`src/rtl/time_keeper_ctrl_pkg.sv`:
```
// Shared types and constants for the time keeper controller.
// Optional feature macro used by the top: ALARM_AUTO_OFF_EN.
package time_keeper_ctrl_pkg;

  typedef enum logic [1:0] {
    SHOW_TIME  = 2'b00,
    ENTRY      = 2'b01,
    SHOW_ALARM = 2'b10
  } state_t;

  localparam logic [1:0] MODE_SHOW_TIME  = 2'b00;
  localparam logic [1:0] MODE_ENTRY      = 2'b01;
  localparam logic [1:0] MODE_SHOW_ALARM = 2'b10;

  typedef logic [3:0] bcd_digit_t;

  localparam int unsigned MAX_HOUR = 23;
  localparam int unsigned MAX_MIN  = 59;

  // True when a 4-bit nibble is a decimal digit 0-9.
  function automatic logic is_bcd_digit(input bcd_digit_t d);
    return (d <= 4'd9);
  endfunction

endpackage

```
`src/rtl/time_keeper_ctrl_bcd_time_inc.sv`:
```
// bcd_time_inc: BCD HH:MM validity check and optional one-minute increment.
// time_out is time_in advanced by one minute when inc_en=1, else time_in.
module bcd_time_inc
  import time_keeper_ctrl_pkg::*;
(
  input  logic [15:0] time_in,
  input  logic        inc_en,
  output logic [15:0] time_out,
  output logic        time_valid
);

  localparam bcd_digit_t MIN_TENS_MAX  = 4'(MAX_MIN / 10);
  localparam bcd_digit_t MIN_UNITS_MAX = 4'(MAX_MIN % 10);
  localparam bcd_digit_t HR_TENS_MAX   = 4'(MAX_HOUR / 10);
  localparam bcd_digit_t HR_UNITS_MAX  = 4'(MAX_HOUR % 10);

  bcd_digit_t h1, h0, m1, m0;
  bcd_digit_t nh1, nh0, nm1, nm0;
  logic [6:0] hours, mins;

  assign {h1, h0, m1, m0} = time_in;

  // Range check: every nibble a digit, hours and minutes within limits.
  always_comb begin
    hours      = 7'({3'b000, h1} * 7'd10) + {3'b000, h0};
    mins       = 7'({3'b000, m1} * 7'd10) + {3'b000, m0};
    time_valid = is_bcd_digit(h1) && is_bcd_digit(h0) &&
                 is_bcd_digit(m1) && is_bcd_digit(m0) &&
                 (hours <= 7'(MAX_HOUR)) && (mins <= 7'(MAX_MIN));
  end

  // Ripple BCD increment: M0 -> M1 -> hours, wrapping 23:59 to 00:00.
  always_comb begin
    nh1 = h1;
    nh0 = h0;
    nm1 = m1;
    nm0 = m0;
    if (m0 != MIN_UNITS_MAX) begin
      nm0 = m0 + 4'd1;
    end else begin
      nm0 = '0;
      if (m1 != MIN_TENS_MAX) begin
        nm1 = m1 + 4'd1;
      end else begin
        nm1 = '0;
        if (h1 == HR_TENS_MAX && h0 == HR_UNITS_MAX) begin
          nh1 = '0;
          nh0 = '0;
        end else if (h0 == 4'd9) begin
          nh0 = '0;
          nh1 = h1 + 4'd1;
        end else begin
          nh0 = h0 + 4'd1;
        end
      end
    end
    time_out = inc_en ? {nh1, nh0, nm1, nm0} : time_in;
  end

endmodule

```
`src/rtl/time_keeper_ctrl.sv`:
```
// time_keeper_ctrl: alarm-clock controller with key entry of time/alarm.
// Define ALARM_AUTO_OFF_EN to silence the alarm after 60 one_second pulses.
module time_keeper_ctrl
  import time_keeper_ctrl_pkg::*;
#(
  parameter int unsigned TIMEOUT = 10,
  parameter int unsigned TO_W    = 4
) (
  input  logic        clk,
  input  logic        reset,
  input  logic        one_second,
  input  logic        one_minute,
  input  logic        key_valid,
  input  logic [3:0]  key,
  input  logic        time_button,
  input  logic        alarm_button,
  input  logic        fast_watch,
  output logic        stopwatch,
  output logic [15:0] cur_time,
  output logic [15:0] alarm_time,
  output logic [15:0] disp,
  output logic [1:0]  mode,
  output logic        alarm_sound
);

  state_t            state, state_next;
  logic [15:0]       buffer;
  logic [TO_W-1:0]   to_cnt;
  logic [15:0]       commit_word, cur_inc;
  logic              buf_valid, cur_valid;
  logic              key_ok, minute_tick;
  logic              commit_time, commit_alarm, buf_first, buf_shift, to_inc;
  logic              snd_set, snd_clr, snd_auto_off;

  assign key_ok      = key_valid && is_bcd_digit(key);
  assign minute_tick = one_minute && cur_valid;
  assign mode        = state;

  bcd_time_inc u_buf_chk (
    .time_in    (buffer),
    .inc_en     (1'b0),
    .time_out   (commit_word),
    .time_valid (buf_valid)
  );

  bcd_time_inc u_cur_inc (
    .time_in    (cur_time),
    .inc_en     (1'b1),
    .time_out   (cur_inc),
    .time_valid (cur_valid)
  );

  // State register.
  always_ff @(posedge clk or posedge reset) begin
    if (reset) state <= SHOW_TIME;
    else       state <= state_next;
  end

  // Next-state and entry/commit decode.
  always_comb begin
    state_next   = state;
    commit_time  = 1'b0;
    commit_alarm = 1'b0;
    buf_first    = 1'b0;
    buf_shift    = 1'b0;
    to_inc       = 1'b0;
    unique case (state)
      SHOW_TIME: begin
        if (key_ok) begin
          state_next = ENTRY;
          buf_first  = 1'b1;
        end else if (alarm_button) begin
          state_next = SHOW_ALARM;
        end
      end
      ENTRY: begin
        if (time_button) begin
          commit_time = buf_valid;
          state_next  = SHOW_TIME;
        end else if (alarm_button) begin
          commit_alarm = buf_valid;
          state_next   = SHOW_TIME;
        end else if (key_ok) begin
          buf_shift = 1'b1;
        end else if (one_second) begin
          if (to_cnt == TO_W'(TIMEOUT - 1)) state_next = SHOW_TIME;
          else                              to_inc     = 1'b1;
        end
      end
      SHOW_ALARM: begin
        if (!alarm_button) state_next = SHOW_TIME;
      end
      default: state_next = SHOW_TIME;
    endcase
  end

  // Entry buffer and inactivity counter; both discarded on leaving ENTRY.
  always_ff @(posedge clk or posedge reset) begin
    if (reset) begin
      buffer <= '0;
      to_cnt <= '0;
    end else if (buf_first) begin
      buffer <= {12'h000, key};
      to_cnt <= '0;
    end else if (buf_shift) begin
      buffer <= {buffer[11:0], key};
      to_cnt <= '0;
    end else if (to_inc) begin
      to_cnt <= to_cnt + 1'b1;
    end else if (state_next != ENTRY) begin
      buffer <= '0;
      to_cnt <= '0;
    end
  end

  // Current and alarm time; a commit overrides a coincident minute tick.
  always_ff @(posedge clk or posedge reset) begin
    if (reset) begin
      cur_time   <= '0;
      alarm_time <= '0;
    end else begin
      if (commit_time)      cur_time <= commit_word;
      else if (minute_tick) cur_time <= cur_inc;
      if (commit_alarm)     alarm_time <= commit_word;
    end
  end

  assign snd_set = minute_tick && !commit_time && (cur_inc == alarm_time);
  assign snd_clr = alarm_button && (state == SHOW_TIME || state == SHOW_ALARM);

`ifdef ALARM_AUTO_OFF_EN
  logic [5:0] snd_cnt;

  assign snd_auto_off = alarm_sound && one_second && (snd_cnt == 6'd59);

  // Seconds elapsed since the alarm last started sounding.
  always_ff @(posedge clk or posedge reset) begin
    if (reset)                         snd_cnt <= '0;
    else if (snd_set)                  snd_cnt <= '0;
    else if (alarm_sound && one_second) snd_cnt <= snd_cnt + 6'd1;
  end
`else
  assign snd_auto_off = 1'b0;
`endif

  // Alarm flag: clear beats set, set beats auto-off.
  always_ff @(posedge clk or posedge reset) begin
    if (reset)             alarm_sound <= 1'b0;
    else if (snd_clr)      alarm_sound <= 1'b0;
    else if (snd_set)      alarm_sound <= 1'b1;
    else if (snd_auto_off) alarm_sound <= 1'b0;
  end

  // Stopwatch request to the time generator, one cycle late.
  always_ff @(posedge clk or posedge reset) begin
    if (reset) stopwatch <= 1'b0;
    else       stopwatch <= fast_watch;
  end

  // Display word selection.
  always_comb begin
    unique case (state)
      ENTRY:      disp = buffer;
      SHOW_ALARM: disp = alarm_time;
      default:    disp = cur_time;
    endcase
  end

endmodule

```
`config.mk`:
```
export PLATFORM = sky130hd
export DESIGN_NAME = time_keeper_ctrl
export DESIGN_NICKNAME = d
export VERILOG_FILES = /design/src/rtl/time_keeper_ctrl_pkg.sv /design/src/rtl/time_keeper_ctrl_bcd_time_inc.sv /design/src/rtl/time_keeper_ctrl.sv
export SDC_FILE = /design/constraint.sdc
export NUM_CORES = 1
export LEC_CHECK = 0
export ABC_AREA = 0
export CORE_AREA = 2 2 90 92
export CTS_CLUSTER_DIAMETER = 50
export CTS_CLUSTER_SIZE = 10
export DETAILED_ROUTE_END_ITERATION = 6
export DIE_AREA = 0 0 92 94
export HOLD_SLACK_MARGIN = 0.1
export PLACE_DENSITY = 0.89
export SLEW_MARGIN = 20
export SYNTH_ARGS = -nofsm -noshare
export SYNTH_HDL_FRONTEND = slang
export SYNTH_SLANG_ARGS = --single-unit
```
`constraint.sdc`:
```
create_clock -name clk -period 5.8 [get_ports clk]
set_clock_uncertainty 0.1 [all_clocks]
set_input_delay 0.87 -clock clk [delete_from_list [all_inputs] [get_ports clk]]
set_output_delay 0.87 -clock clk [all_outputs]
set_load 0.005 [all_outputs]
```
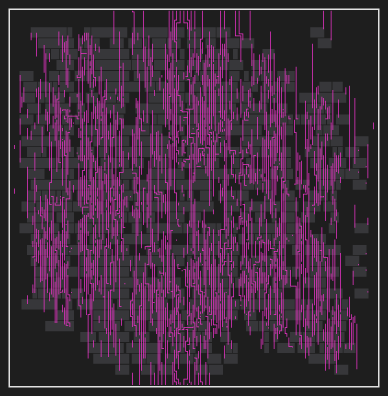
m2.png
Drawn at 4 px/um. Cells faint in the background.
longest straight run: 37.4 um
wire length on this layer: 5900 um

==> ci_impl_report.md <==
### Metrics collected by this job

| Metric | Value |
|---|---|
| Comb power | `1.48 mW` |
| Fraction of registers with async set/reset | `100.0%` |
| Core area | `0.007607 mm^2` |
| Worst slack, placed | `1.678 ns` |
| # clk buffers | `5` |
| Tapcells | `102` |
| Worst setup path category | `reg2reg` |
| Total Wirelength | `12140 um` |
| Pin count of the biggest net entering global routing | `57` |
| Hold Violations, Final | `0` |
| Routability cong. | `0.9024` |
| Routed len/inst | `18.73 um` |
| Power Density | `447.6 mW/mm^2` |
| Multi-In Gates | `390` |
| Floorplan Nets | `554` |
| Via Count | `4234` |
| Remaining DRCs | `0` |
| Clock network area share | `1.710%` |
| Post-DRT Antenna Nets | `0` |
| Yosys warns | `0` |
| Flop pwr share | `28.0%` |
| Yosys chip area | `0.004532 mm^2` |
| Pre-Place Util | `59.57%` |
| Die y size | `94 um` |
| I/O pins | `64` |
| Synth Area per Inst | `9.064 um^2` |
| Synth area leaders | `dfrtp_1 31%, ha_1 9.4%, mux2_2 4.5%` |
| P_clk | `0.222 mW` |
| Cell leakage power | `2.254 nW` |
| CTS tree | `built` |
| Layout cells sized above 1 | `7.326%` |
| Post_cts resized | `0` |
| Post-synth seq share | `30.92%` |
| Setup TNS | `0 ns` |
| Chip Area | `0.008648 mm^2` |
| Initial antenna violation count | `0` |
| CTS Buffer Depth | `2` |
| Worst-path clk slew | `0.11 ns` |
| Logic share of the area | `55.09%` |
| Sink Count | `56` |
| Drt first pass iters | `6` |
| Die width | `92 um` |
| Setup Fix Bufs, Post-CTS | `0` |
| Worst Setup End Kind | `flop` |
| Non-filler instance count after layout | `648` |
| Total CTS buffers | `5` |
| Total track usage | `28.76%` |
| Layout Nets | `599` |
| Largest power group | `combinational cells` |
| Main synth FF type | `dfrtp_1` |
| Final Cell Area | `0.005269 mm^2` |
| Rows | `32` |
| Synth area leader | `dfrtp_1` |
| Share of the synthesized area in the top cell type | `30.92%` |
| DR iter-0 viols | `500` |
| Clock network power share | `9.4%` |
| Fillers | `577` |
| Post-synth EDFFs | `0` |
| Switch share | `46.43%` |
| Layout area overhead | `16.26%` |
| Actual slew at the worst max-slew pin | `1.089 ns` |
| Worst path required time | `5.91 ns` |
| DP HPWL | `8820 um` |
| Distinct cells, synth | `67` |
| Period utilization | `72.06%` |
| CTS root buf | `clkbuf_8` |
| Vias per cell | `6.534` |
| Outcome | `finished, final reports clean` |
| Reg area | `0.001401 mm^2` |
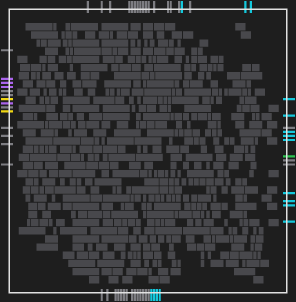
pinout.png
Drawn at 3 px/um. Pins as bars across the die edge, other pins in gray.
legend:
  one_minute:
    color: green
    pins: 1
    direction: input
    edge: right
  mode:
    color: yellow
    pins: 2
    direction: output
    edge: left
  cur_time:
    color: cyan
    pins: 16
    direction: output
    edge: 9 right, 4 bottom, 3 top
  key:
    color: purple
    pins: 4
    direction: input
    edge: left
all pins by edge: 19 top, 18 bottom, 14 left, 13 right

per-layer routing:
metal | track usage, % | up-vias | wire length, um
li1 | - | 1937 | -
met2 | 47.61 | 219 | 5902
met4 | 8.458 | 0 | 242
met1 | 39.34 | 2050 | 5132
met5 | 0 | - | 0
met3 | 4.414 | 28 | 861
layout by cell type, fill, tap and decap left out, types with 3 or more instances in the layout:
cell / synthesis / routed
clkdlybuf4s50_1: 0 / 63
dfrtp_1: 56 / 56
nor2_1: 44 / 44
ha_1: 34 / 34
a21oi_1: 33 / 33
o21ai_0: 32 / 32
inv_1: 26 / 25
nand2_1: 24 / 24
a22o_1: 18 / 18
a22oi_1: 18 / 18
mux2_2: 18 / 18
xnor2_1: 16 / 16
nand3_1: 15 / 15
a31oi_1: 10 / 10
nand4_1: 9 / 9
xor2_1: 9 / 9
fa_1: 8 / 8
nand3b_1: 7 / 7
nor2b_1: 7 / 7
nor3b_1: 6 / 6
a21o_1: 5 / 5
o211ai_1: 5 / 5
o31ai_1: 5 / 5
clkbuf_8: 0 / 5
o21a_1: 4 / 4
nor3_1: 4 / 4
nor4_1: 4 / 4
o211a_1: 3 / 3
nor4b_1: 3 / 3
or4_1: 3 / 3
and2_1: 3 / 3
nand2b_1: 3 / 3
synthesized netlist by cell type, drive strengths merged (10+ instances only):
master and count:
ha 34, a22oi 19, a21oi 33, dfrtp 56, a22o 18, inv 26, nand3 15, clkbuf 17
o21ai 32, xnor2 16, a31oi 10, mux2 18, nand2 24, buf 10, nor2 44
state kept, by name, summed over array words and instances, names as in the netlist:
signal       count
alarm_time      16
mode             2
alarm_sound      1
buffer          16
stopwatch        1
to_cnt           4
cur_time        16
critical path, stage by stage (launching register included):
cell	delay [ns]
dfrtp_1	0.50
ha_1	0.35
ha_1	0.21
inv_1	0.07
fa_1	0.45
and3_1	0.21
o211a_1	0.20
maj3_2	0.30
o21a_1	0.20
or4_1	1.00
mux2_2	0.46
final timing paths:
check                                         from                       end  slack, ns  cells after the start
setup / recovery             buffer[5]$_DFFE_PP0P_  cur_time[15]$_DFFE_PP0P_       1.62                     10
hold / removal             alarm_sound$_DFFE_PP0P_   alarm_sound$_DFFE_PP0P_       0.40                      2
setup reg to reg             buffer[5]$_DFFE_PP0P_  cur_time[15]$_DFFE_PP0P_       1.62                     10
hold reg to reg            alarm_sound$_DFFE_PP0P_   alarm_sound$_DFFE_PP0P_       0.40                      2
max in group asynchronous                    reset  cur_time[13]$_DFFE_PP0P_       4.18                      3
min in group asynchronous                    reset     buffer[2]$_DFFE_PP0P_       0.96                      3
cell families (layout without fill, tap and decap cells):
logic type	Yosys count	after routing	share of synthesized area (%)
AOI/OAI and AO/OA	158	158	23.83
and+or+nand+nor	143	143	17.06
DFF	56	56	30.92
buffers and inverters	54	100	5.024
adders and majority gates	45	45	13.64
xor gates and xnor gates	25	25	4.832
muxes	19	19	4.693
metrics by stage:
step	util [%]	power (mW)
after floorplan	-	1.551
after global placement	68.08	2.069
after detailed placement	68.08	2.118
after CTS	69.26	2.341
after global routing	69.26	2.547
final	69.26	2.358
No activity file was given, so power comes from the tool's default toggle rates.
